<file path="src/rtl/mem_port_arbiter_pkg.sv">
// mem_port_arbiter_pkg: shared constants and helpers for the memory port arbiter
package mem_port_arbiter_pkg;
  localparam int WORD = 32;
  localparam int MAX_BURST_DEF = 4;
  localparam int REQ_FETCH = 0;
  localparam int REQ_WB = 1;
  localparam int REQ_LOAD = 2;
  function automatic int clamp_len(int len, int max_len);
    return len == 0 ? 1 : (len > max_len ? max_len : len);
  endfunction
endpackage

</file>
<file path="src/rtl/mem_port_arbiter_rr_pick.sv">
// rr_pick: combinational round-robin one-hot picker starting after rr_ptr
module rr_pick #(
  parameter int NREQ = 3,
  parameter int IW = 2
) (
  input  logic [NREQ-1:0] req,
  input  logic [IW-1:0]   rr_ptr,
  output logic [NREQ-1:0] gnt_onehot,
  output logic [IW-1:0]   gnt_idx
);
  logic [IW-1:0] j;
  // scan farthest-to-nearest so the nearest requester after rr_ptr wins last
  always_comb begin
    gnt_onehot = '0;
    gnt_idx = '0;
    j = '0;
    for (int k = NREQ; k >= 1; k--) begin
      j = IW'((int'(rr_ptr) + k) % NREQ);
      if (req[j]) begin
        gnt_onehot = '0;
        gnt_onehot[j] = 1'b1;
        gnt_idx = j;
      end
    end
  end
endmodule

</file>
<file path="src/rtl/mem_port_arbiter.sv">
// mem_port_arbiter: round-robin sharing of one synchronous-read memory port
module mem_port_arbiter
  import mem_port_arbiter_pkg::*;
#(
  parameter int NREQ = 3,
  parameter int AW = WORD,
  parameter int DW = WORD,
  parameter int MAX_BURST = MAX_BURST_DEF,
  parameter int BLW = 3
) (
  input  logic              clk,
  input  logic              rst,
  input  logic [NREQ-1:0]   req,
  input  logic [NREQ-1:0]   req_we,
  input  logic [NREQ*AW-1:0]  req_addr,
  input  logic [NREQ*DW-1:0]  req_wdata,
  input  logic [NREQ*BLW-1:0] req_len,
  output logic [NREQ-1:0]   gnt,
  output logic [NREQ-1:0]   rvalid,
  output logic              rlast,
  output logic [DW-1:0]     rdata,
  output logic              mem_en,
  output logic              mem_we,
  output logic [AW-1:0]     mem_addr,
  output logic [DW-1:0]     mem_wdata,
  input  logic [DW-1:0]     mem_rdata,
  output logic              busy
);
  localparam int IW = NREQ > 1 ? $clog2(NREQ) : 1;
  localparam int BW = $clog2(MAX_BURST + 1);
  logic [IW-1:0] owner, rr_ptr, pick_idx;
  logic [NREQ-1:0] pick;
  logic [BW-1:0] beats_left;
  logic free;
  rr_pick #(.NREQ(NREQ), .IW(IW)) u_pick (
    .req(req),
    .rr_ptr(rr_ptr),
    .gnt_onehot(pick),
    .gnt_idx(pick_idx)
  );
  assign free = !mem_en || beats_left == BW'(1);
  assign gnt = (free && !rst) ? pick : '0;
  assign rdata = mem_rdata;
  assign busy = mem_en || |rvalid;
  // sequencer: accept a grant, step a read burst, or go idle; read returns lag the bus by one cycle
  always_ff @(posedge clk) begin
    if (rst) begin
      mem_en <= 1'b0;
      mem_we <= 1'b0;
      mem_addr <= '0;
      mem_wdata <= '0;
      beats_left <= '0;
      owner <= '0;
      rr_ptr <= IW'(NREQ - 1);
      rvalid <= '0;
      rlast <= 1'b0;
    end else begin
      rvalid <= (mem_en && !mem_we) ? NREQ'(1) << owner : '0;
      rlast <= mem_en && !mem_we && beats_left == BW'(1);
      if (|gnt) begin
        mem_en <= 1'b1;
        mem_we <= req_we[pick_idx];
        mem_addr <= req_addr[int'(pick_idx)*AW +: AW];
        mem_wdata <= req_wdata[int'(pick_idx)*DW +: DW];
        owner <= pick_idx;
        rr_ptr <= pick_idx;
        beats_left <= req_we[pick_idx] ? BW'(1) :
                      BW'(clamp_len(int'(req_len[int'(pick_idx)*BLW +: BLW]), MAX_BURST));
      end else if (!free) begin
        mem_addr <= mem_addr + AW'(1);
        beats_left <= beats_left - BW'(1);
        mem_we <= 1'b0;
      end else begin
        mem_en <= 1'b0;
        mem_we <= 1'b0;
        beats_left <= '0;
      end
    end
  end
endmodule

</file>
<file path="config.mk">
export PLATFORM = sky130hd
export DESIGN_NAME = mem_port_arbiter
export DESIGN_NICKNAME = d
export VERILOG_FILES = /design/src/rtl/mem_port_arbiter_pkg.sv /design/src/rtl/mem_port_arbiter_rr_pick.sv /design/src/rtl/mem_port_arbiter.sv
export SDC_FILE = /design/constraint.sdc
export NUM_CORES = 1
export LEC_CHECK = 0
export CORE_AREA = 2 2 133 135
export DETAILED_ROUTE_END_ITERATION = 10
export DIE_AREA = 0 0 135 137
export HOLD_SLACK_MARGIN = 0.02
export PLACE_DENSITY = 0.82
export SLEW_MARGIN = 20
export SYNTH_ARGS = -nofsm -noshare
export SYNTH_HDL_FRONTEND = slang
export SYNTH_SLANG_ARGS = --single-unit
</file>
<file path="constraint.sdc">
create_clock -name clk -period 2.3 [get_ports clk]
set_input_delay 0.345 -clock clk [delete_from_list [all_inputs] [get_ports clk]]
set_output_delay 0.345 -clock clk [all_outputs]
set_load 0.01 [all_outputs]
</file>
Clock routing:
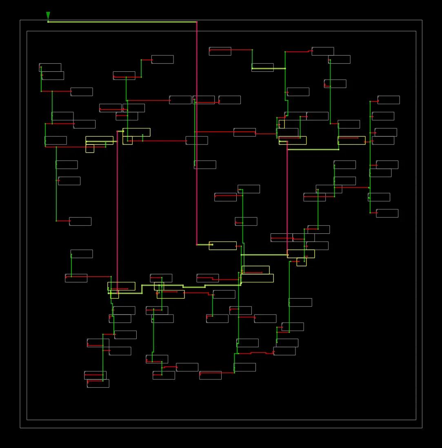
clk latency late pin: 340 ps
Num CTS Buffers: 9
Seq cells: 76
Worst Clk Skew: 10.6 ps

Zoomed window:
Window x 9 to 59, y 78 to 128 um. Cells in gray, sequential cells in the stronger gray; small squares are vias.
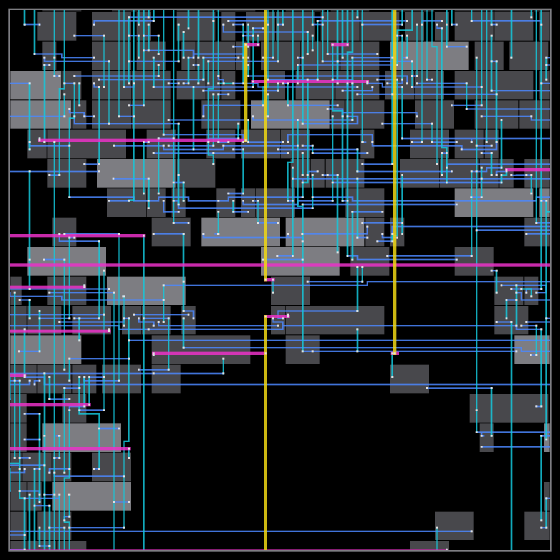
[magenta] metal 3
[yellow] metal 4
[cyan] metal 2
[blue] metal 1
netlist names of flops here include: mem_wdata (14)
cells with their middle in the window: 123
most frequent: clkdlybuf4s50_1 (39), nand2_1 (23), dfxtp_1 (14)
sequential cells in the window: 14

==> flow_summary.json <==
{
  "outcome": "finished with violations",
  "failed_checks": "negative setup slack",
  "yosys_warnings": 0,
  "grt.overflow.total": 0,
  "cts_num_sinks": 76,
  "layout_setup_ws_ps": -278,
  "yosysUniqueCellTypes": 69,
  "ys_cells": 666,
  "ys_ff": 76,
  "finalSetupTns_ps": -14970,
  "crit_required_ps": 2510,
  "rsz0062_at_grt": "yes",
  "regArea_um2": 1530,
  "place.gp.congestion": 0.884,
  "finalSetupViolCount": 75,
  "synthArstFlopShare_pct": 0,
  "fin_area_um2": 9960,
  "area_delta_synth_final_pct": 84.6,
  "grt_pass1_vias": 6259,
  "arrival_ps": 2790,
  "final_nets": 1242,
  "clkTransAtPathRegs_ps": 60,
  "io_buffers": 282,
  "maxCapViolations": 0,
  "firstDrtPassIters": 5,
  "hold_viol": 0,
  "hold_depth": 4,
  "worstSetupPathType": "register to register",
  "die_h_um": 137,
  "die_x_um": 135,
  "synth_seq_share_pct": 28.2,
  "r2r_cells": 12,
  "comb_area_um2": 3710
}
Where the registers sit:
Other sequential cells in the stronger gray, the rest of the logic in the fainter gray.
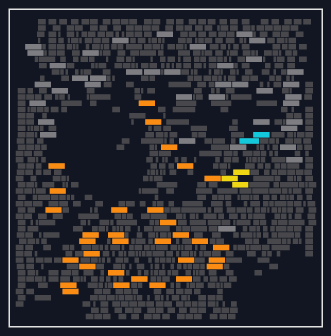
[orange] mem_addr | sequential cells: 32
[yellow] beats_left | sequential cells: 3
[cyan] owner | sequential cells: 2
not colored: 39

where the power goes:
part	internal [mW]	total (mW)	switching [mW]	leakage, nW
clock network	0.847	1.46	0.614	0.142
registers	1.87	2.35	0.485	0.625
logic	5.69	10.5	4.83	3.20
total	8.40	14.3	5.93	3.97
final cells by class:
class	count	area share, %
tap	225	2.83
clock buffer	9	2.26
timing repair buffer	398	41.0
antenna	1	0.0251
clock inverter	7	0.766
inverter	12	0.528
multi-input combinational	497	37.2
sequential	76	15.3
flip-flops by register name, summed over array words and instances, names as in the netlist:
name	cells
mem_we	1
mem_addr	32
rr_ptr	1
rvalid	3
owner	2
beats_left	3
rlast	1
mem_wdata	32
mem_en	1
cells by family after synthesis:
group	share of synthesized area [%]
compound gates	24.3
mux	13.7
simple gates	19.1
fa+ha+maj	1.62
flops	28.2
xor+xnor	2.76
buf+inv	10.3
worst max-delay path by stage:
stage	slack, ps	end	from	cells after the start
final	-280	mem_wdata[7]$_SDFFE_PP0N_	rr_ptr[1]$_SDFFE_PP1N_	12
after global routing	-400	mem_wdata[7]$_SDFFE_PP0N_	rr_ptr[1]$_SDFFE_PP1N_	12
after CTS	-230	mem_addr[30]$_SDFFE_PP0P_	owner[0]$_SDFFE_PP0N_	12
after detailed placement	-520	mem_addr[29]$_SDFFE_PP0P_	req[1]	9
after global placement	-420	mem_wdata[7]$_SDFFE_PP0N_	req[1]	10
after floorplan	-30	mem_wdata[21]$_SDFFE_PP0N_	owner[0]$_SDFFE_PP0N_	11
worst max-delay path: stages (launching register included):
cell	delay, ps
dfxtp_2	350
buf_6	110
ha_4	180
mux2i_4	280
mux2i_1	110
a221o_1	330
buf_6	140
a211oi_4	320
nor3_4	90
buf_12	170
buf_12	140
o211ai_1	130
a21oi_1	100
what timing repair did:
item,in CTS,in global routing
setup endpoints to repair,75,75
gates cloned,6,4
resized,85,43
buffers inserted,23,8
hold buffers,0,0
pin swaps,26,42
Yosys cell counts (11+ instances only):
master,instances,area (um^2)
nand2_1,98,368
and3_1,11,68.8
a211oi_1,17,128
inv_1,11,41.3
mux2i_1,69,691
a31oi_1,12,75.1
o211ai_1,47,353
nor2_1,47,176
nand3_1,16,80.1
clkbuf_1,27,101
dfxtp_1,76,1520
a21oi_1,50,250
buf_4,41,308
per-layer routing:
layer	GRT usage [%]	part of all wire (%)	vias up	wire length [um]
met5	0	0	-	0
met4	9.14	2.8	0	643
met3	6.52	7.6	52	1730
met1	28.5	40	3008	9180
li1	-	-	3063	-
met2	39.5	49	292	11300
stage by stage:
| step | hold slack [ps] | std cells | util, % |
|---|---|---|---|
| 4_1_cts | 424 | 1215 | 57.0 |
| 2_1_floorplan | 437 | 666 | - |
| 5_1_grt | 464 | 1224 | 58.4 |
| 3_5_place_dp | 446 | 1171 | 51.6 |
| 6_report | 446 | 1225 | 58.4 |
| 3_3_place_gp | 441 | 1171 | 51.6 |
Power figures rest on the tool's default switching activity, not on a simulated workload.
